## config.mk

```make
export PLATFORM = sky130hd
export DESIGN_NAME = excep_unit
export DESIGN_NICKNAME = d
export VERILOG_FILES = /design/src/rtl/excep_pkg.sv /design/src/rtl/excep_prio_enc.sv /design/src/rtl/excep_unit.sv
export SDC_FILE = /design/constraint.sdc
export NUM_CORES = 1
export LEC_CHECK = 0
export CORE_ASPECT_RATIO = 1.1
export CORE_MARGIN = 2
export CORE_UTILIZATION = 28
export DETAILED_ROUTE_END_ITERATION = 8
export PLACE_DENSITY = 0.87
export SYNTH_ARGS = -nofsm -noshare
export SYNTH_HDL_FRONTEND = slang
export SYNTH_HIERARCHICAL = 1
export SYNTH_SLANG_ARGS = --single-unit
```

## constraint.sdc

```tcl
create_clock -name clock -period 4.87 [get_ports clock]
set_input_delay 0.7305 -clock clock [delete_from_list [all_inputs] [get_ports clock]]
set_output_delay 0.7305 -clock clock [all_outputs]
set_load 0.02 [all_outputs]
```

## src/rtl/excep_pkg.sv

```systemverilog
// Shared types and helpers for the exception unit.
// Optional handler/epc/eret support is enabled with EXCEP_EPC_EN.
package excep_pkg;

    typedef enum logic [1:0] {
        IDLE    = 2'd0,
        TAKE    = 2'd1,
        HANDLER = 2'd2
    } state_e;

    localparam int CAUSE_NONE = 0;
    localparam int CAUSE_ADD  = 1;
    localparam int CAUSE_ADDI = 2;
    localparam int CAUSE_SUB  = 3;

    // Cause codes run 1..n, so 0 stays free for "no exception".
    function automatic int cause_w(input int n);
        return $clog2(n + 1);
    endfunction

    function automatic int idx_w(input int n);
        return (n > 1) ? $clog2(n) : 1;
    endfunction

endpackage

```

## src/rtl/excep_prio_enc.sv

```systemverilog
// Lowest-index-first priority encoder for exception selection.
// Used by excep_unit; independent of EXCEP_EPC_EN.
module excep_prio_enc
    import excep_pkg::*;
#(
    parameter int NUM_SRC = 4,
    localparam int IW = idx_w(NUM_SRC)
) (
    input  logic [NUM_SRC-1:0] vec,
    output logic               valid,
    output logic [IW-1:0]      idx,
    output logic [NUM_SRC-1:0] onehot
);

    always_comb begin
        valid  = |vec;
        idx    = '0;
        onehot = '0;
        // Scan downwards so the lowest set bit wins.
        for (int i = NUM_SRC - 1; i >= 0; i--) begin
            if (vec[i]) begin
                idx       = IW'(i);
                onehot    = '0;
                onehot[i] = 1'b1;
            end
        end
    end

endmodule

```

## src/rtl/excep_unit.sv

```systemverilog
// Exception unit: latches requests, takes one by priority, writes r30.
// Define EXCEP_EPC_EN for the handler state, epc capture and eret.
module excep_unit
    import excep_pkg::*;
#(
    parameter int NUM_SRC = 4,
    parameter int DATA_W  = 32
) (
    input  logic               clock,
    input  logic               resetn,
    input  logic [NUM_SRC-1:0] req,
    input  logic [NUM_SRC-1:0] mask,
    input  logic [DATA_W-1:0]  pc,
    input  logic               bex_en,
    input  logic               eret,
    output logic               flush,
    output logic               rstatus_we,
    output logic [DATA_W-1:0]  rstatus_data,
    output logic               excep_T,
    output logic [DATA_W-1:0]  status,
    output logic [DATA_W-1:0]  epc,
    output logic               busy
);

    localparam int CW = cause_w(NUM_SRC);
    localparam int IW = idx_w(NUM_SRC);

    state_e             state;
    state_e             state_nx;
    logic [NUM_SRC-1:0] pending;
    logic [NUM_SRC-1:0] live;
    logic [NUM_SRC-1:0] clr;
    logic [NUM_SRC-1:0] sel_oh;
    logic               sel_valid;
    logic [IW-1:0]      sel_idx;
    logic [CW-1:0]      cause;
    logic               take;
    logic               leave;

    assign live = pending & mask;

    excep_prio_enc #(
        .NUM_SRC(NUM_SRC)
    ) u_enc (
        .vec   (live),
        .valid (sel_valid),
        .idx   (sel_idx),
        .onehot(sel_oh)
    );

    assign cause = sel_valid ? CW'(sel_idx) + CW'(1) : '0;
    assign take  = (state == TAKE);

    always_comb begin
        state_nx     = state;
        flush        = 1'b0;
        rstatus_we   = 1'b0;
        rstatus_data = '0;
        busy         = 1'b0;
        clr          = '0;
        leave        = 1'b0;
        unique case (state)
            IDLE: begin
                if (|live) state_nx = TAKE;
            end
            TAKE: begin
                flush        = 1'b1;
                rstatus_we   = 1'b1;
                rstatus_data = DATA_W'(cause);
                clr          = sel_oh;
`ifdef EXCEP_EPC_EN
                state_nx     = HANDLER;
`else
                state_nx     = IDLE;
`endif
            end
            HANDLER: begin
`ifdef EXCEP_EPC_EN
                busy = 1'b1;
                if (eret) begin
                    state_nx = IDLE;
                    leave    = 1'b1;
                end
`else
                state_nx = IDLE;
`endif
            end
            default: state_nx = IDLE;
        endcase
    end

    always_ff @(posedge clock or negedge resetn) begin
        if (!resetn) begin
            state   <= IDLE;
            pending <= '0;
        end else begin
            state   <= state_nx;
            // A request on the clearing edge keeps its bit set.
            pending <= (pending & ~clr) | req;
        end
    end

    always_ff @(posedge clock or negedge resetn) begin
        if (!resetn) begin
            status <= '0;
        end else if (take) begin
            status <= DATA_W'(cause);
        end else if (leave) begin
            status <= '0;
        end
    end

`ifdef EXCEP_EPC_EN
    always_ff @(posedge clock or negedge resetn) begin
        if (!resetn) begin
            epc <= '0;
        end else if (take) begin
            epc <= pc;
        end
    end
`else
    logic unused_ok;
    assign unused_ok = ^{pc, eret};
    assign epc       = '0;
`endif

    assign excep_T = bex_en & (|status);

endmodule

```

**Run 1: placed cells, one colour a class**

Scale: 4 px per um.
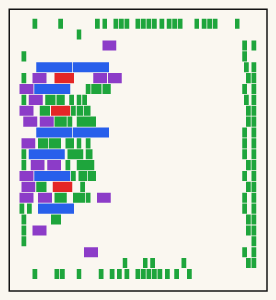
| colour | class | cells |
|---|---|---|
| green | remaining logic cells | 124 |
| red | clock-net drivers | 3 |
| blue | registers | 8 |
| purple | remaining buffers and delay cells | 19 |

**Run 1: nets reached from selected ports**

Scale: 6 px per um.
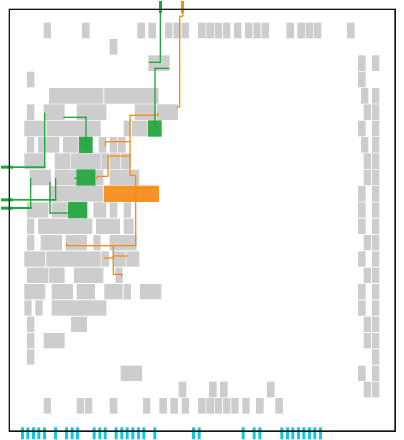
| colour | port | bits | direction | end cells |
|---|---|---|---|---|
| green | mask | 4 | input | 4 |
| cyan | pc | 32 | input | 0 |
| orange | rstatus_we | 1 | output | 1 |

**Run 1: clock routing**

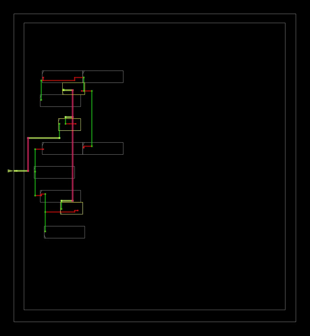
Clk power: 0.0000792 W
clock sinks: 8
clk_skew: 1.32 ps
clk latency late pin: 230 ps
CTS buffer count: 3

## run 1: layer usage
| metal | vias to the layer above | global-route usage |
|---|---|---|
| met2 | 68 | 0.0995 |
| met3 | 5 | 0.0113 |
| met1 | 257 | 0.0446 |
| met4 | 0 | 0.0435 |
| met5 | - | 0 |
| li1 | 276 | - |
## run 1: power by group through the flow
stage / logic, W / clock network, W / registers [W]
2_1_floorplan: 0.000178 / 0 / 0.000113
3_3_place_gp: 0.000194 / 0 / 0.000101
3_5_place_dp: 0.000195 / 0 / 0.000102
4_1_cts: 0.000198 / 0.0000804 / 0.000101
5_1_grt: 0.000209 / 0.0000870 / 0.000104
6_report: 0.000197 / 0.0000792 / 0.000101
## run 1: flip-flops by register name, summed over array words and instances, names as in the netlist
signal,cells
status,3
pending,4
state,1
## run 1: area by class of cell
cell class	instances	area share
clock buffers	3	0.0394
inverters	2	0.00717
multi-input cells	122	0.519
flip-flops and latches	8	0.191
well taps	52	0.0621
repair buffers	19	0.182
## run 1: worst max-delay path, cell delays in order
cell             delay (ps)
clkdlybuf4s50_1         450
and2_1                  210
inv_1                    80
a21oi_1                 250
ha_1                    280
and3_1                  200
clkdlybuf4s50_1         540
## run 1: final timing paths
kind	endpoint	slack [ps]	start	cells past startpoint
setup / recovery	rstatus_data[1]	1400	mask[1]	7
hold / removal	pending[1]	460	pending[1]	1
setup reg to reg	status[1]	3190	pending[2]	6
hold reg to reg	pending[1]	460	pending[1]	1
max in group asynchronous	status[0]	3840	resetn	1
min in group asynchronous	pending[1]	780	resetn	1
## run 1: through the flow
stage	utilization	power (W)	hold WS, ps	instance area [sq um]	cells
final	0.270	0.000377	464	1050	206
after CTS	0.270	0.000380	467	1050	206
after global routing	0.270	0.000400	487	1050	206
after detailed placement	0.260	0.000297	458	1010	203
after global placement	0.260	0.000295	451	1010	203
after floorplan	-	0.000291	435	1450	225
## run 1: cell families after synthesis
group | synth area share
DFF | 0.180
adders and majority gates | 0.0113
buffers and inverters | 0.635
other | 0.00338
and+or+nand+nor | 0.0991
AOI/OAI and AO/OA | 0.0709
## run 1: synthesized netlist by cell type
library cell and count:
buf_4 93, dfrtp_1 8, a21o_1 6, nand2_1 6, nor2_1 4, and2_1 3
and2_4 2, and3_1 2, inv_1 2, nor3_1 2, a21oi_1 1, conb_1 1
ha_1 1, nand2b_4 1, o2bb2ai_1 1, o31a_1 1, o41a_1 1
==> flow_summary.yaml, run 1 <==
# flow metrics
outcome:
  outcome: "finished clean"
logic_synthesis:
  largest_area_cell: "buf_4"
  synthTopCellsByArea: "buf_4, dfrtp_1, a21o_1"
  syn_avg_cell_area_sq_um: 8.23
  yosys.stat.seqShare: 0.180
  synth.ff_latch_count: 8
  yosys_warnings: 6
  synth_cells: 135
  ys_chip_area_sq_mm: 0.00111
  syn-cell-area_sq_mm: 0.00111
  ys_cells: 135
  top_cell_area_share: 0.628
  yosysUniqueCellTypes: 17
timing:
  drv_slew: 0
  fin_ws_ps: 1400
  final_hold_viol_count: 0
  fin_tns_setup_ps: 0
  fin_crit_ps: 3470
  grt_setup_unrepaired: "false"
  max_freq_mhz: 288
  finalClockPeriodUsage: 0.713
  setup_viol: 0
power_and_ir_drop:
  switching_share: 0.454
  seqPwrFrac: 0.267
  peakVddDrop_uv: 206
  clockPowerShare: 0.210
  powerDensity_mw_per_mm2: 360
  p_int_w: 0.000206
  p_leak_nw: 0.588
  combPwrFrac: 0.523
  p_switching_w: 0.000171
worst_setup_path:
  worstPathMaxFanout: 5
  setup.worst_path.class: "in -> out"
  start_kind: "input pin"
  crit_arrival_ps: 2740
  crit_required_ps: 4140
  end_kind: "output port"
global_routing:
  overflow: 0
  antenna_found_initial: 0
  grt_max_degree: 11
  grt_usage: 0.0522
  grt_pass1_vias: 439
  grt_pass1_wl_um: 1800
layout:
  comb_area_sq_um: 543
  antenna_cells: 0
  lay_top_count: "conb_1"
  area_delta_synth_final_pct: -5.74
  seq_area_sq_um: 200
  final.fill_count: 428
  finalNetCount: 201
  drive_above_1_share: 0.0390
  final_cell_mix: "conb_1, clkdlybuf4s50_1, dfrtp_1, nand2_1, a21o_1"
clocking:
  cts_hold_buffers: 0
  cts_resized: 0
  clk_pin_slew_worst_paths_ps: 40
  cts_tree: "built"
  cts_root_buf: "clkbuf_8"
  htreeDepth: 1
  cts_buffer_depth: 2
  postCtsSetupRepairBufs: 0
flow_run:
  drv_cap: 0
  tool_warnings: 59
routing:
  top_layer: "met4"
  drt-met1-wl_um: 424
  drt_iter0_markers: 19
  drc: 0
  vias: 606
  avgRoutedWirePerCell_um: 6.66
  route.final.wire_length_um: 1370
  met2_length_um: 694
  drtAntennaViolNets: 0
  met3_length_um: 220
  dr.pass1.iters: 4
  via_per_inst: 2.94
min_path:
  hp-class: "reg -> reg"
die:
  initCoreUtil: 0.287
  io_pins: 144
  die_w_um: 64.1
  coreArea_sq_mm: 0.00387
  placementRows: 24
  dieArea_sq_mm: 0.00449
  die_h_um: 70.1
place:
  dp_hpwl_um: 1170
  pre_cts_ws_ps: 1410
  io_buffers: 19
  globalplace.congestion: 0.632
==> run 1 -> run 2 <==
--- a/config.mk
+++ b/config.mk
@@ -7,9 +7,9 @@
 export LEC_CHECK = 0
 export CORE_ASPECT_RATIO = 1.1
 export CORE_MARGIN = 2
-export CORE_UTILIZATION = 28
+export CORE_UTILIZATION = 26
 export DETAILED_ROUTE_END_ITERATION = 8
-export PLACE_DENSITY = 0.87
+export PLACE_DENSITY = 0.82
 export SYNTH_ARGS = -nofsm -noshare
 export SYNTH_HDL_FRONTEND = slang
 export SYNTH_HIERARCHICAL = 1
==> constraint.sdc (replaced) <==
create_clock -name clock -period 3.6 [get_ports clock]
set_input_delay 0.54 -clock clock [delete_from_list [all_inputs] [get_ports clock]]
set_output_delay 0.54 -clock clock [all_outputs]
set_load 0.02 [all_outputs]
==> flow_summary.yaml, run 2 <==
# flow metrics
die:
  die_w_um: 66.3
  die_h_um: 72.6
  initCoreUtil: 0.276
  dieArea_sq_mm: 0.00481
  placementRows: 24
  coreArea_sq_mm: 0.00402
  io_pins: 144
layout:
  lay_top_count: "conb_1"
  largest_register: "pending"
  area_delta_synth_final_pct: -5.74
  final.fill_count: 454
  reg_top3: "pending: 4 flops, status: 3 flops, state: 1 flops"
  utilization: 0.260
  largest_reg_flops: 4
  final_cell_mix: "conb_1, clkdlybuf4s50_1, dfrtp_1, nand2_1, a21o_1"
  finalNetCount: 201
  antenna_cells: 0
  postLayoutCellArea_sq_mm: 0.00105
  drive_above_1_share: 0.0390
global_routing:
  grt_usage: 0.0518
  overflow: 0
  grt_pass1_vias: 409
  antenna_found_initial: 0
  grt_max_degree: 11
  grt_pass1_wl_um: 1860
logic_synthesis:
  top_cell_area_share: 0.628
  synth-async-reset-ratio: 1.00
  edf_count: 0
  common_cells: "buf_4, dfrtp_1, a21o_1, nand2_1, nor2_1"
  synth.ff_latch_count: 8
  yosys_warnings: 6
  synthTopCellsByArea: "buf_4, dfrtp_1, a21o_1"
  ys_chip_area_sq_mm: 0.00111
  syn_avg_cell_area_sq_um: 8.23
  largest_area_cell: "buf_4"
  yosysUniqueCellTypes: 17
  ys_cells: 135
  ff_type: "dfrtp_1"
  top_cell: "buf_4"
  syn-cell-area_sq_mm: 0.00111
  yosys.stat.seqShare: 0.180
  synth_cells: 135
timing:
  drv_slew: 0
  fin_crit_ps: 3080
  setup_viol: 0
  fin_ws_ps: 520
  fin_tns_setup_ps: 0
  max_freq_mhz: 325
  final_hold_viol_count: 0
  skew_ps: 3.19
  finalClockPeriodUsage: 0.855
  grt_setup_unrepaired: "false"
routing:
  avgRoutedWirePerCell_um: 7.06
  vias: 620
  via_per_inst: 3.01
  drt_iter0_markers: 0
  drtAntennaViolNets: 0
  route.final.wire_length_um: 1460
  drc: 0
  dr.pass1.iters: 1
worst_setup_path:
  start_kind: "input pin"
  setup.worst_path.class: "in -> out"
  worstPathMaxFanout: 5
  crit_arrival_ps: 2540
  end_kind: "output port"
  crit_required_ps: 3060
clocking:
  cts_root_buf: "clkbuf_8"
  htreeDepth: 1
  cts_tree: "built"
  clk_latency_ps: 240
  postCtsSetupRepairBufs: 0
  cts_resized: 0
  cts_hold_buffers: 0
  cts_made_buffers: 3
  numClockSinks: 8
  clk_pin_slew_worst_paths_ps: 40
  cts_buffer_depth: 2
place:
  dp_hpwl_um: 1260
  place_area_sq_mm: 0.00101
  globalplace.congestion: 0.636
  io_buffers: 19
  pre_cts_ws_ps: 532
flow_run:
  tool_warnings: 59
  drv_cap: 0
power_and_ir_drop:
  peakVddDrop_uv: 249
  powerDensity_mw_per_mm2: 493
  p_leak_nw: 0.588
min_path:
  hp-class: "reg -> reg"
outcome:
  outcome: "finished clean"
-- run 2: cell counts in the layout (fill, tap and decap cells not counted) --
No cell type changed its count.
-- run 2: layout make-up --
class / count / area (sq um) / area share
inverters: 2 / 7.51 / 0.00717
clock buffers: 3 / 41.3 / 0.0394
flip-flops and latches: 8 / 200 / 0.191
repair buffers: 19 / 190 / 0.182
multi-input cells: 122 / 543 / 0.519
well taps: 52 / 65.1 / 0.0621
-- run 2: stage by stage --
| stage | power, W | hold WS, ps | instances |
|---|---|---|---|
| 2_1_floorplan | 0.000394 | 244 | 225 |
| 3_3_place_gp | 0.000401 | 450 | 203 |
| 3_5_place_dp | 0.000405 | 462 | 203 |
| 4_1_cts | 0.000519 | 471 | 206 |
| 5_1_grt | 0.000548 | 485 | 206 |
| 6_report | 0.000516 | 467 | 206 |
-- run 2: per-layer routing --
metal	vias to the layer above	wire [um]	GRT usage
met5	-	0	0
met4	0	43	0.0544
met3	3	209	0.00620
met2	66	777	0.0878
met1	274	425	0.0523
li1	277	-	-
-- run 2: critical path, stage by stage --
cell and delay [ps]:
clkdlybuf4s50_1 450, and2_1 210, inv_1 80, a21oi_1 240
ha_1 280, and3_1 200, clkdlybuf4s50_1 540
-- run 2: final timing paths --
path                       slack [ps]        from               to  cells past startpoint
hold / removal                    470  pending[0]       pending[0]                      1
setup reg to reg                 1930  pending[2]        status[1]                      6
setup / recovery                  520     mask[1]  rstatus_data[1]                      7
max in group asynchronous        2740      resetn        status[2]                      1
min in group asynchronous         590      resetn       pending[3]                      1
hold reg to reg                   470  pending[0]       pending[0]                      1
-- run 2: cell families (layout without fill, tap and decap cells) --
logic type                 Yosys count  in the layout  synth area share
buffers and inverters               95             24             0.635
and+or+nand+nor                     20             20            0.0991
adders and majority gates            1              1            0.0113
other                                1             91           0.00338
AOI/OAI and AO/OA                   10             10            0.0709
DFF                                  8              8             0.180
-- run 2: where the power goes --
part,leakage (nW),internal (W),switching [W]
sequential,0.0874,0.000113,0.0000229
combinational,0.479,0.0000940,0.000174
clock,0.0216,0.0000728,0.0000393
total,0.588,0.000279,0.000237
**Run 2: M3 wires**

Scale: 4 px per um. Cells faint in the background.
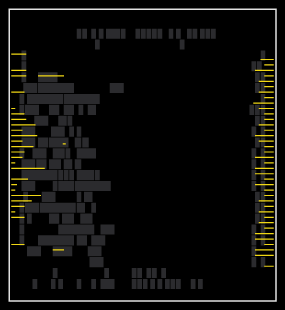
share of all routed wire: 14%
wire length on this layer: 210 um

==> run 2 -> run 3 <==
--- a/config.mk
+++ b/config.mk
@@ -8,6 +8,7 @@
 export CORE_ASPECT_RATIO = 1.1
 export CORE_MARGIN = 2
 export CORE_UTILIZATION = 26
+export CTS_CLUSTER_SIZE = 12
 export DETAILED_ROUTE_END_ITERATION = 8
 export PLACE_DENSITY = 0.82
 export SYNTH_ARGS = -nofsm -noshare
==> flow_summary.yaml, run 3 <==
# flow metrics
outcome:
  outcome: "finished clean"
routing:
  drc: 0
  dr.pass1.iters: 1
  drt-met1-wl_um: 425
  met3_length_um: 209
  drtAntennaViolNets: 0
  drt_iter0_markers: 0
  top_layer: "met4"
  avgRoutedWirePerCell_um: 7.06
  vias: 620
  via_per_inst: 3.01
  met2_length_um: 777
  route.final.wire_length_um: 1460
timing:
  grt_setup_unrepaired: "false"
  finalClockPeriodUsage: 0.855
  whs_ps: 467
  skew_ps: 3.19
  final_hold_viol_count: 0
  fin_tns_setup_ps: 0
  drv_slew: 0
  max_freq_mhz: 325
  fin_crit_ps: 3080
  setup_viol: 0
worst_setup_path:
  crit_buf_inv: 3
  crit_arrival_ps: 2540
  critPathTopFamily: "buffers and inverters"
  end_kind: "output port"
  worstPathMaxFanout: 5
  start_kind: "input pin"
  crit_top_cell: "clkdlybuf4s50_1"
  cp_slowest_cell: "clkdlybuf4s50_1"
  crit_required_ps: 3060
  setup.worst_path.class: "in -> out"
  crit_path_cell_trace: "clkdlybuf4s50_1 -> and2_1 -> inv_1 -> a21oi_1 -> ha_1 -> and3_1 -> clkdlybuf4s50_1"
  cpPeakStageDelay_ps: 540
power_and_ir_drop:
  p_leak_nw: 0.588
  total_power_w: 0.000516
  peakVddDrop_uv: 249
  powerDensity_mw_per_mm2: 493
clocking:
  numClockSinks: 8
  clk_pin_slew_worst_paths_ps: 40
  cts_made_buffers: 3
  cts_buffer_depth: 2
  cts_tree: "built"
  cts_hold_buffers: 0
  cts_root_buf: "clkbuf_8"
  postCtsSetupRepairBufs: 0
  cts_resized: 0
  htreeDepth: 1
  clk_latency_ps: 240
place:
  globalplace.congestion: 0.636
  io_buffers: 19
  dp_hpwl_um: 1260
layout:
  finalNetCount: 201
  drive_above_1_share: 0.0390
  largest_reg_flops: 4
  final_cell_mix: "conb_1, clkdlybuf4s50_1, dfrtp_1, nand2_1, a21o_1"
  largest_register: "pending"
  antenna_cells: 0
  area_delta_synth_final_pct: -5.74
  lay_top_count: "conb_1"
  reg_top3: "pending: 4 flops, status: 3 flops, state: 1 flops"
logic_synthesis:
  yosysUniqueCellTypes: 17
  ys_cells: 135
  top_cell_area_share: 0.628
  top_cell: "buf_4"
  ff_type: "dfrtp_1"
  common_cells: "buf_4, dfrtp_1, a21o_1, nand2_1, nor2_1"
  synth-async-reset-ratio: 1.00
  syn_avg_cell_area_sq_um: 8.23
  synth_cells: 135
  largest_area_cell: "buf_4"
  yosys.stat.seqShare: 0.180
  syn-cell-area_sq_mm: 0.00111
  edf_count: 0
  ys_chip_area_sq_mm: 0.00111
  synthTopCellsByArea: "buf_4, dfrtp_1, a21o_1"
  synth.ff_latch_count: 8
  yosys_warnings: 6
die:
  die_w_um: 66.3
  placementRows: 24
  dieArea_sq_mm: 0.00481
  io_pins: 144
  die_h_um: 72.6
  initCoreUtil: 0.276
flow_run:
  drv_cap: 0
  tool_warnings: 59
global_routing:
  antenna_found_initial: 0
  grt_pass1_wl_um: 1860
  grt_pass1_vias: 409
  overflow: 0
  grt_max_degree: 11
  grt_usage: 0.0518
min_path:
  hp-class: "reg -> reg"
==> run 3: cell counts after synthesis <==
No cell type changed its count.
==> run 3: worst register-to-register path, delay by kind of cell (launching register included) <==
family / cells / cell delay (ps)
simple gates: 3 / 500
compound gates: 2 / 400
flops: 1 / 370
fa+ha+maj: 1 / 280
==> run 3: area by class of cell <==
| cell class | instances | area [sq um] |
|---|---|---|
| fill | 454 | 2980 |
| multi-input combinational | 122 | 543 |
| sequential | 8 | 200 |
| timing repair buffer | 19 | 190 |
| tap | 52 | 65.1 |
| clock buffer | 3 | 41.3 |
| inverter | 2 | 7.51 |
==> run 3: logic make-up after synthesis <==
group	count (synthesis)	synth area share
buffers and inverters	95	0.635
and+or+nand+nor	20	0.0991
AOI/OAI and AO/OA	10	0.0709
DFF	8	0.180
adders and majority gates	1	0.0113
other	1	0.00338
==> run 3: layer usage <==
| metal | GRT usage | up-vias |
|---|---|---|
| met5 | 0 | - |
| met4 | 0.0544 | 0 |
| met1 | 0.0523 | 274 |
| met3 | 0.00620 | 3 |
| met2 | 0.0878 | 66 |
| li1 | - | 277 |
==> run 3: final timing paths <==
| check | end | slack (ps) | start | cells after the start |
|---|---|---|---|---|
| worst max-delay path | rstatus_data[1] | 520 | mask[1] | 7 |
| worst min-delay path | pending[0] | 470 | pending[0] | 1 |
| worst max register to register | status[1] | 1930 | pending[2] | 6 |
| worst min register to register | pending[0] | 470 | pending[0] | 1 |
| max in group asynchronous | status[2] | 2740 | resetn | 1 |
| min in group asynchronous | pending[3] | 590 | resetn | 1 |
==> run 3: metrics by stage <==
stage,cell area (sq um),cells,worst slack (ps)
floorplan,1450,225,1550
global placement,1010,203,537
detailed placement,1010,203,532
CTS,1050,206,516
global route,1050,206,408
finish,1050,206,520
==> run 3: report_power, final <==
part	internal [W]	switching (W)
Combinational	0.0000940	0.000174
Clock	0.0000728	0.0000393
Sequential	0.000113	0.0000229
**Run 3: placed cells, one colour a class**

Scale: 4 px per um.
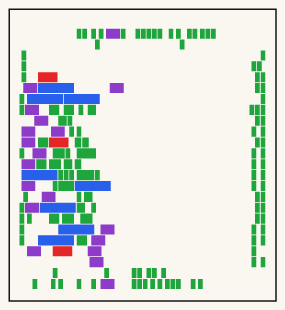
core area: 0.00402 sq mm
utilization after layout: 0.260

Power is estimated from default activity; no workload was simulated.
